$ cat config.mk
export PLATFORM = sky130hd
export DESIGN_NAME = switch_debouncer
export DESIGN_NICKNAME = d
export VERILOG_FILES = /design/src/rtl/switch_debouncer.sv
export SDC_FILE = /design/constraint.sdc
export NUM_CORES = 1
export LEC_CHECK = 0
export CAP_MARGIN = 20
export CORE_MARGIN = 2
export CORE_UTILIZATION = 45
export CTS_BUF_LIST = sky130_fd_sc_hd__clkbuf_2 sky130_fd_sc_hd__clkbuf_4 sky130_fd_sc_hd__clkbuf_8
export CTS_CLUSTER_SIZE = 8
export DETAILED_ROUTE_END_ITERATION = 10
export GPL_TIMING_DRIVEN = 0
export MAX_ROUTING_LAYER = met4
export PLACE_DENSITY = 0.77
export SLEW_MARGIN = 20
export SYNTH_ARGS = -nofsm -noshare
export SYNTH_HDL_FRONTEND = slang
export SYNTH_SLANG_ARGS = --single-unit
$ cat constraint.sdc
create_clock -name clk -period 1.45 [get_ports clk]
set_clock_uncertainty 0.1 [all_clocks]
set_input_delay 0.145 -clock clk [delete_from_list [all_inputs] [get_ports clk]]
set_output_delay 0.145 -clock clk [all_outputs]
set_load 0.01 [all_outputs]
$ cat src/rtl/switch_debouncer.sv
// Multi-channel switch debouncer.
// Each raw input passes through a two-flop synchroniser, then its own 4-state
// qualification FSM. Outputs are a clean level per channel, one-cycle rise and
// fall pulses aligned with the level change, and a busy flag that is high
// while any channel is qualifying a candidate level. All outputs are registered.
module switch_debouncer #(
  parameter int unsigned WIDTH           = 4,
  parameter int unsigned DEBOUNCE_CYCLES = 16,
  // Derived from DEBOUNCE_CYCLES; leave at its default.
  parameter int unsigned CNT_W           = $clog2(DEBOUNCE_CYCLES + 1)
) (
  input  logic             clk,
  input  logic             rst,
  input  logic [WIDTH-1:0] raw_in,
  output logic [WIDTH-1:0] db_out,
  output logic [WIDTH-1:0] rise_pulse,
  output logic [WIDTH-1:0] fall_pulse,
  output logic             busy
);

  // Count value on which the next matching sample accepts the new level.
  localparam logic [CNT_W-1:0] CntLast = CNT_W'(DEBOUNCE_CYCLES - 1);
  localparam logic [CNT_W-1:0] CntOne  = CNT_W'(1);
  // With a one-sample window a change is accepted without a WAIT state.
  localparam bit SingleSample = (DEBOUNCE_CYCLES == 1);

  typedef enum logic [1:0] {
    StStableLow,
    StWaitHigh,
    StStableHigh,
    StWaitLow
  } state_e;

  logic [WIDTH-1:0] s1_q, s2_q;
  state_e           state_q [WIDTH];
  state_e           state_d [WIDTH];
  logic [CNT_W-1:0] cnt_q   [WIDTH];
  logic [CNT_W-1:0] cnt_d   [WIDTH];
  logic [WIDTH-1:0] db_q, db_d;
  logic [WIDTH-1:0] rise_q, rise_d;
  logic [WIDTH-1:0] fall_q, fall_d;
  logic             busy_q, busy_d;

  // Two-flop synchroniser; the FSMs only ever look at s2_q.
  always_ff @(posedge clk or posedge rst) begin
    if (rst) begin
      s1_q <= '0;
      s2_q <= '0;
    end else begin
      s1_q <= raw_in;
      s2_q <= s1_q;
    end
  end

  // Per-channel qualification: next state, counter and registered outputs.
  always_comb begin
    db_d   = db_q;
    rise_d = '0;
    fall_d = '0;
    busy_d = 1'b0;
    for (int unsigned i = 0; i < WIDTH; i++) begin
      state_d[i] = state_q[i];
      cnt_d[i]   = cnt_q[i];
      unique case (state_q[i])
        StStableLow: begin
          if (s2_q[i]) begin
            if (SingleSample) begin
              state_d[i] = StStableHigh;
              db_d[i]    = 1'b1;
              rise_d[i]  = 1'b1;
            end else begin
              state_d[i] = StWaitHigh;
              cnt_d[i]   = CntOne;
            end
          end
        end
        StWaitHigh: begin
          if (!s2_q[i]) begin
            // Bounce back to the old level: drop the attempt entirely.
            state_d[i] = StStableLow;
            cnt_d[i]   = '0;
          end else if (cnt_q[i] == CntLast) begin
            state_d[i] = StStableHigh;
            cnt_d[i]   = '0;
            db_d[i]    = 1'b1;
            rise_d[i]  = 1'b1;
          end else begin
            cnt_d[i] = cnt_q[i] + CntOne;
          end
        end
        StStableHigh: begin
          if (!s2_q[i]) begin
            if (SingleSample) begin
              state_d[i] = StStableLow;
              db_d[i]    = 1'b0;
              fall_d[i]  = 1'b1;
            end else begin
              state_d[i] = StWaitLow;
              cnt_d[i]   = CntOne;
            end
          end
        end
        StWaitLow: begin
          if (s2_q[i]) begin
            state_d[i] = StStableHigh;
            cnt_d[i]   = '0;
          end else if (cnt_q[i] == CntLast) begin
            state_d[i] = StStableLow;
            cnt_d[i]   = '0;
            db_d[i]    = 1'b0;
            fall_d[i]  = 1'b1;
          end else begin
            cnt_d[i] = cnt_q[i] + CntOne;
          end
        end
        default: begin
          state_d[i] = StStableLow;
          cnt_d[i]   = '0;
          db_d[i]    = 1'b0;
        end
      endcase
      if (state_d[i] == StWaitHigh || state_d[i] == StWaitLow) begin
        busy_d = 1'b1;
      end
    end
  end

  // State, counter and output registers; reset drops db_out without a fall pulse.
  always_ff @(posedge clk or posedge rst) begin
    if (rst) begin
      for (int unsigned i = 0; i < WIDTH; i++) begin
        state_q[i] <= StStableLow;
        cnt_q[i]   <= '0;
      end
      db_q   <= '0;
      rise_q <= '0;
      fall_q <= '0;
      busy_q <= 1'b0;
    end else begin
      for (int unsigned i = 0; i < WIDTH; i++) begin
        state_q[i] <= state_d[i];
        cnt_q[i]   <= cnt_d[i];
      end
      db_q   <= db_d;
      rise_q <= rise_d;
      fall_q <= fall_d;
      busy_q <= busy_d;
    end
  end

  assign db_out     = db_q;
  assign rise_pulse = rise_q;
  assign fall_pulse = fall_q;
  assign busy       = busy_q;

endmodule

### Clock wires, drivers and flops, run 1

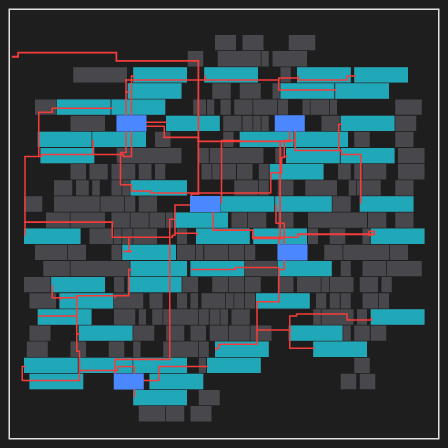
[cells driving clock nets] blue | count: 5
[clock wires] red | length: 640 um
[flip-flops] cyan | count: 49
flops lie: all over the die
routed clock nets: 6

### Wire density map, run 1

The die is cut into 14 by 14 equal tiles; dark blue is low, red is high, scaled to the fullest tile. Values are wire area over tile area, all layers added.
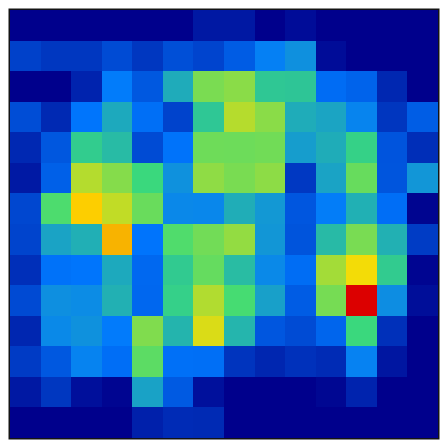
nearly empty tiles: 20%
mean over tiles: 0.13
fullest tile: 0.51
tiles over half the peak: 16%
densest ninth of the die: center
Routed WL: 4170 um
GRT Util Overall: 0.179

==> run_results.csv, run 1 <==
group,metric,value,unit
yosys,yosysUniqueCellTypes,38,
yosys,syn-instance-count,179,
worst_setup_path,rrSetupSlack,-0.18,ns
worst_setup_path,cp-end-kind,"register",
detailed_routing,drt-pass1-iter-count,5,
die,die_w,72.1,um
final_layout,fin_util,0.642,
global_route,grt_max_degree,28,
cts,root_buffer,"clkbuf_8",
placement,gp_congestion,0.852,
sta,timing_hold_violations_final,0,
yosys,enable_flop_cells,0,
outcome,run_status,"complete, but fails checks",
final_layout,syn2layout_area_growth,35.6,%
yosys,synthTopCellsByCount,"49 x dfrtp_1, 21 x nand3_1, 14 x nand2_1, 8 x inv_1, 8 x xor2_1",
final_layout,instances_no_fill,275,
worst_setup_path,worstPathArrival,1.79,ns
cts,cts_tree,"done",
die,die_h,72.1,um
die,io_pins,19,
worst_setup_path,worst-setup-path-type,"register to register",
global_route,antenna_found_initial,0,
sta,timing.final.crit_share,1.13,
sta,rsz0062_at_grt,"true",
yosys,ys_seq_share,0.587,
yosys,async_flop_share,1.00,
cts,clockBufferDepth,2,
cts,cts_hold_buf,0,
yosys,synthFlopType,"dfrtp_1",
yosys,synth_top_area_share,0.587,
sta,fmax,612,MHz
sta,drv_slew,0,
yosys,ys_cells,179,
worst_hold_path,hp-class,"primary input to async pin",
yosys,yosysChipArea,2090,sq um
worst_setup_path,worstPathRequired,1.61,ns
yosys,fp_nets,189,
sta,min_period,1.63,ns
detailed_routing,antenna_left,0,
detailed_routing,route.vias.total,1574,
run,log.warning_count,29,
die,dieArea,5200,sq um
cts,path_clk_slew,0.10,ns
global_route,grt_pass1_wl,6820,um
sta,relSlewSlack,0.670,
final_layout,nets,232,
yosys,yosysTopAreaCell,"dfrtp_1",
yosys,ys_ff,49,
worst_setup_path,crit_path_max_fanout,3,
outcome,violations,"negative setup slack",
detailed_routing,wl_per_cell,15.2,um
power,p_per_area,979,nW/um^2
sta,worst_pin_slew,0.495,ns
power,p_leak,1.38,nW
detailed_routing,first_iter_violations,69,
final_layout,drive_gt1_frac,0.332,
cts,cts_made_buffers,5,
sta,setup_ws,-0.183,ns
placement,place_ws,-0.314,ns
sta,final-setup-viol-count,9,
cts,htreeDepth,2,
yosys,yosysWarningCount,0,
yosys,syn-cell-area,2090,sq um
global_route,grt_pass1_vias,1561,
die,core-area,4410,sq um
placement,dpl.cell_count,250,
placement,dp_hpwl,2380,um
### Sequential cells colored by netlist name, run 1

Scale bar: 20 um. Other sequential cells in the stronger gray, the rest of the logic in the fainter gray.
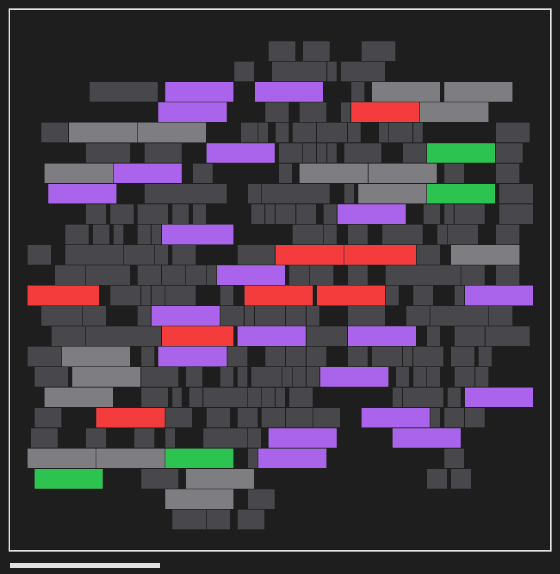
| name in the netlist | color | sequential cells |
|---|---|---|
| state_q | red | 8 |
| cnt_q | purple | 20 |
| rise_pulse | green | 4 |
not colored: 17

run 1: sequential cells by signal, summed over array words and instances, names as in the netlist:
register	cells
busy	1
cnt_q	20
db_out	4
fall_pulse	4
rise_pulse	4
s1_q	4
s2_q	4
state_q	8
run 1: critical path: stages, from the launching register on:
cell and delay (ns):
dfrtp_2 0.45, ha_4 0.18, and4b_2 0.22, buf_6 0.13
or4_1 0.40, nand3_1 0.09
run 1: what timing repair did:
action,in CTS,in global routing
gates resized,25,28
setup buffers,13,7
endpoints found under the setup margin,14,29
pin swaps,6,13
run 1: worst paths after layout:
kind,end,start,depth (start not counted)
setup / recovery,cnt_q[8]$_DFFE_PP0P_,cnt_q[5]$_DFFE_PP0P_,5
hold / removal,fall_pulse[0]$_DFF_PP0_,rst,2
setup reg to reg,cnt_q[8]$_DFFE_PP0P_,cnt_q[5]$_DFFE_PP0P_,5
hold reg to reg,s2_q[1]$_DFF_PP0_,s1_q[1]$_DFF_PP0_,0
max in group asynchronous,state_q[2]$_DFF_PP0_,rst,3
min in group clk,s1_q[3]$_DFF_PP0_,raw_in[3],1
run 1: routing by layer:
metal | global-route usage | part of all wire | vias to the layer above
met3 | 0.0611 | 0.048 | 10
li1 | - | - | 722
met1 | 0.210 | 0.43 | 801
met2 | 0.276 | 0.50 | 41
met5 | - | 0 | -
met4 | 0.0839 | 0.021 | 0
run 1: metrics by stage:
stage          area (sq um)  power [mW]  hold slack (ns)  TNS, ns
2_1_floorplan          2090        1.61           0.0764   -0.135
3_3_place_gp           2340        1.65            0.233   -42.18
3_5_place_dp           2360        1.67            0.235   -0.677
4_1_cts                2660        2.74           0.0859   -0.787
5_1_grt                2830        2.89            0.105    -1.33
6_report               2830        2.78           0.0563   -0.793
run 1: cells by family (layout without fill, tap and decap cells):
kind of cell             Yosys count  in the layout  synth area share
adder cells (fa/ha/maj)            4              4            0.0240
XOR/XNOR                          12             12            0.0611
AND-OR/OR-AND                     30             30             0.101
buffers and inverters             14             58            0.0275
multiplexers                       5              5            0.0269
flip-flops                        49             49             0.587
AND/OR/NAND/NOR                   65             65             0.173
run 1: report_power, final:
part | switching (mW) | internal, mW | leakage (nW)
registers | 0.0525 | 1.41 | 0.634
clock network | 0.475 | 0.561 | 0.0574
logic | 0.134 | 0.139 | 0.687
run 1: placed cells by master (no fill, tap or decap), drive strengths merged, types with 3 or more instances in the layout:
cell           instances
a21boi                 3
a21oi                  6
and3                   4
and4b                  4
buf                   24
clkbuf                 6
clkdlybuf4s50          8
dfrtp                 49
dlygate4sd2            5
dlymetal6s2s           5
ha                     4
inv                    8
mux2                   5
nand2                 14
nand3                 21
nand4b                 4
nor2                   6
nor3                   3
nor3b                  3
o21ai                  6
xnor2                  4
xor2                   8
run 1: cell type report:
type / instances / area [sq um]
Buffer: 3 / 15.0
Clock buffer: 6 / 82.6
Clock inverter: 2 / 37.5
Fill cell: 333 / 1580
Inverter: 8 / 30.0
Multi-Input combinational cell: 116 / 1000
Sequential cell: 49 / 1230
Tap cell: 52 / 65.1
Timing Repair Buffer: 39 / 368
--- run 2 (diff from run 1) ---
ABC_CLOCK_PERIOD_IN_PS = 1450   (was not set)
### Cells by drive strength, run 2

Scale bar: 20 um.
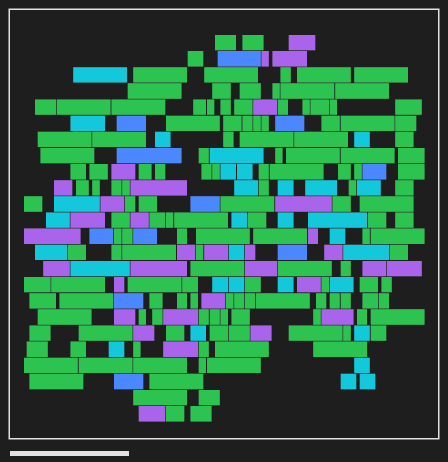
| size | color | cells | share |
|---|---|---|---|
| drive 6 and up | blue | 11 | 4.9% |
| drive 1 or less | green | 149 | 67% |
| drive 3 to 4 | cyan | 31 | 14% |
| drive 2 | purple | 32 | 14% |
Signal buffers: 42
post-route setup slack: -0.183 ns

==> run_results.csv, run 2 <==
group,metric,value,unit
sta,timing_hold_violations_final,0,
sta,setup_ws,-0.183,ns
global_route,use_met3,0.0611,
yosys,yosysChipArea,2090,sq um
cts,clockBufferDepth,2,
detailed_routing,drt-pass1-iter-count,5,
yosys,syn-cell-area,2090,sq um
final_layout,final_cell_mix,"45 x dfrtp_1, 20 x nand3_1, 17 x buf_4",
global_route,grt.total_usage,0.179,
final_layout,fin_util,0.642,
worst_setup_path,worstPathArrival,1.79,ns
die,io_pins,19,
cts,cts_made_buffers,5,
global_route,grt_pass1_wl,6820,um
placement,dpl.cell_count,250,
global_route,met1_usage,0.210,
detailed_routing,first_iter_violations,69,
placement,gp_congestion,0.852,
sta,final-setup-viol-count,9,
cts,cts_tree,"done",
die,die_w,72.1,um
sta,timing.final.crit_share,1.13,
yosys,yosysWarningCount,0,
detailed_routing,wl_per_cell,15.2,um
worst_setup_path,cp-end-kind,"register",
sta,min_period,1.63,ns
worst_setup_path,worstPathRequired,1.61,ns
outcome,run_status,"complete, but fails checks",
yosys,async_flop_share,1.00,
worst_setup_path,r2r-start,"cnt_q[5]$_DFFE_PP0P_",
yosys,synthFlopType,"dfrtp_1",
detailed_routing,route.vias.total,1574,
worst_hold_path,hp-class,"primary input to async pin",
yosys,synthTopCellsByCount,"49 x dfrtp_1, 21 x nand3_1, 14 x nand2_1, 8 x inv_1, 8 x xor2_1",
yosys,synth_top_area_share,0.587,
cts,cts_hold_buf,0,
cts,root_buffer,"clkbuf_8",
sta,worst_hold_slack,0.0563,ns
final_layout,reg_top3,"cnt_q x20, state_q x8",
global_route,grt_max_degree,28,
power,finalPower,2.78,mW
yosys,fp_nets,189,
final_layout,regArea,1230,sq um
global_route,grt_pass1_vias,1561,
final_layout,filler_cell_count,333,
sta,rsz0062_at_grt,"true",
cts,path_clk_slew,0.10,ns
power,p_leak,1.38,nW
final_layout,layout_top_cell,"dfrtp_1",
yosys,yosysUniqueCellTypes,38,
final_layout,largest_reg_flops,20,
detailed_routing,routed_wl,4170,um
yosys,enable_flop_cells,0,
outcome,violations,"negative setup slack",
final_layout,nets,232,
global_route,use_met2,0.276,
yosys,syn-instance-count,179,
sta,relSlewSlack,0.670,
run,log.warning_count,29,
sta,drv_slew,0,
cts,htreeDepth,2,
power,p_per_area,979,nW/um^2
die,core-area,4410,sq um
detailed_routing,antenna_left,0,
worst_setup_path,crit_path_max_fanout,3,
final_layout,final-comb-area,1000,sq um
yosys,ys_cells,179,
sta,worst_pin_slew,0.495,ns
die,die_h,72.1,um
final_layout,instances_no_fill,275,
placement,dp_hpwl,2380,um
==> run 2: report_power, final <==
part	leakage (nW)	switching, mW	internal (mW)
clock	0.0574	0.475	0.561
combinational	0.687	0.134	0.139
sequential	0.634	0.0525	1.41
total	1.38	0.661	2.11
==> run 2: worst max-delay path, stage by stage, from the launching register on <==
cell	delay [ns]
dfrtp_2	0.45
ha_4	0.18
and4b_2	0.22
buf_6	0.13
or4_1	0.40
nand3_1	0.09
==> run 2: layer usage <==
metal	wire length, um	up-vias
li1	-	722
met1	1790	801
met2	2100	41
met3	200	10
met4	86	0
met5	0	-
==> run 2: how the worst max path moves through the flow <==
stage | from | to | slack (ns) | cells past startpoint
floorplan | cnt_q[15]$_DFFE_PP0P_ | busy$_DFF_PP0_ | -0.14 | 4
global placement | rst | fall_pulse[1]$_DFF_PP0_ | -0.85 | 2
detailed placement | cnt_q[5]$_DFFE_PP0P_ | busy$_DFF_PP0_ | -0.31 | 4
CTS | cnt_q[0]$_DFFE_PP0P_ | busy$_DFF_PP0_ | -0.19 | 4
global route | cnt_q[1]$_DFFE_PP0P_ | busy$_DFF_PP0_ | -0.23 | 4
finish | cnt_q[5]$_DFFE_PP0P_ | cnt_q[8]$_DFFE_PP0P_ | -0.18 | 5
==> run 2: final cells by class <==
type,count,area share
Clock inverter,2,0.0132
Clock buffer,6,0.0291
Buffer,3,0.00530
Tap cell,52,0.0230
Sequential cell,49,0.434
Timing Repair Buffer,39,0.130
Inverter,8,0.0106
Multi-Input combinational cell,116,0.355
==> run 2: cell families (layout without fill, tap and decap cells) <==
family	count (synthesis)	after routing	share of synthesized area
adder cells (fa/ha/maj)	4	4	0.0240
buffers and inverters	14	58	0.0275
XOR/XNOR	12	12	0.0611
AND/OR/NAND/NOR	65	65	0.173
AND-OR/OR-AND	30	30	0.101
flip-flops	49	49	0.587
multiplexers	5	5	0.0269
==> run 2: stage by stage <==
stage | setup TNS [ns] | instance area, sq um
finish | -0.793 | 2830
global route | -1.33 | 2830
CTS | -0.787 | 2660
detailed placement | -0.677 | 2360
global placement | -42.18 | 2340
floorplan | -0.135 | 2090
==> run 2: what timing repair did <==
item	in CTS	in global routing
endpoints found under the hold margin	0	0
gates resized	25	28
buffers inserted	13	7
endpoints found under the setup margin	14	29
pin swaps	6	13
Power is estimated from default activity; no workload was simulated.
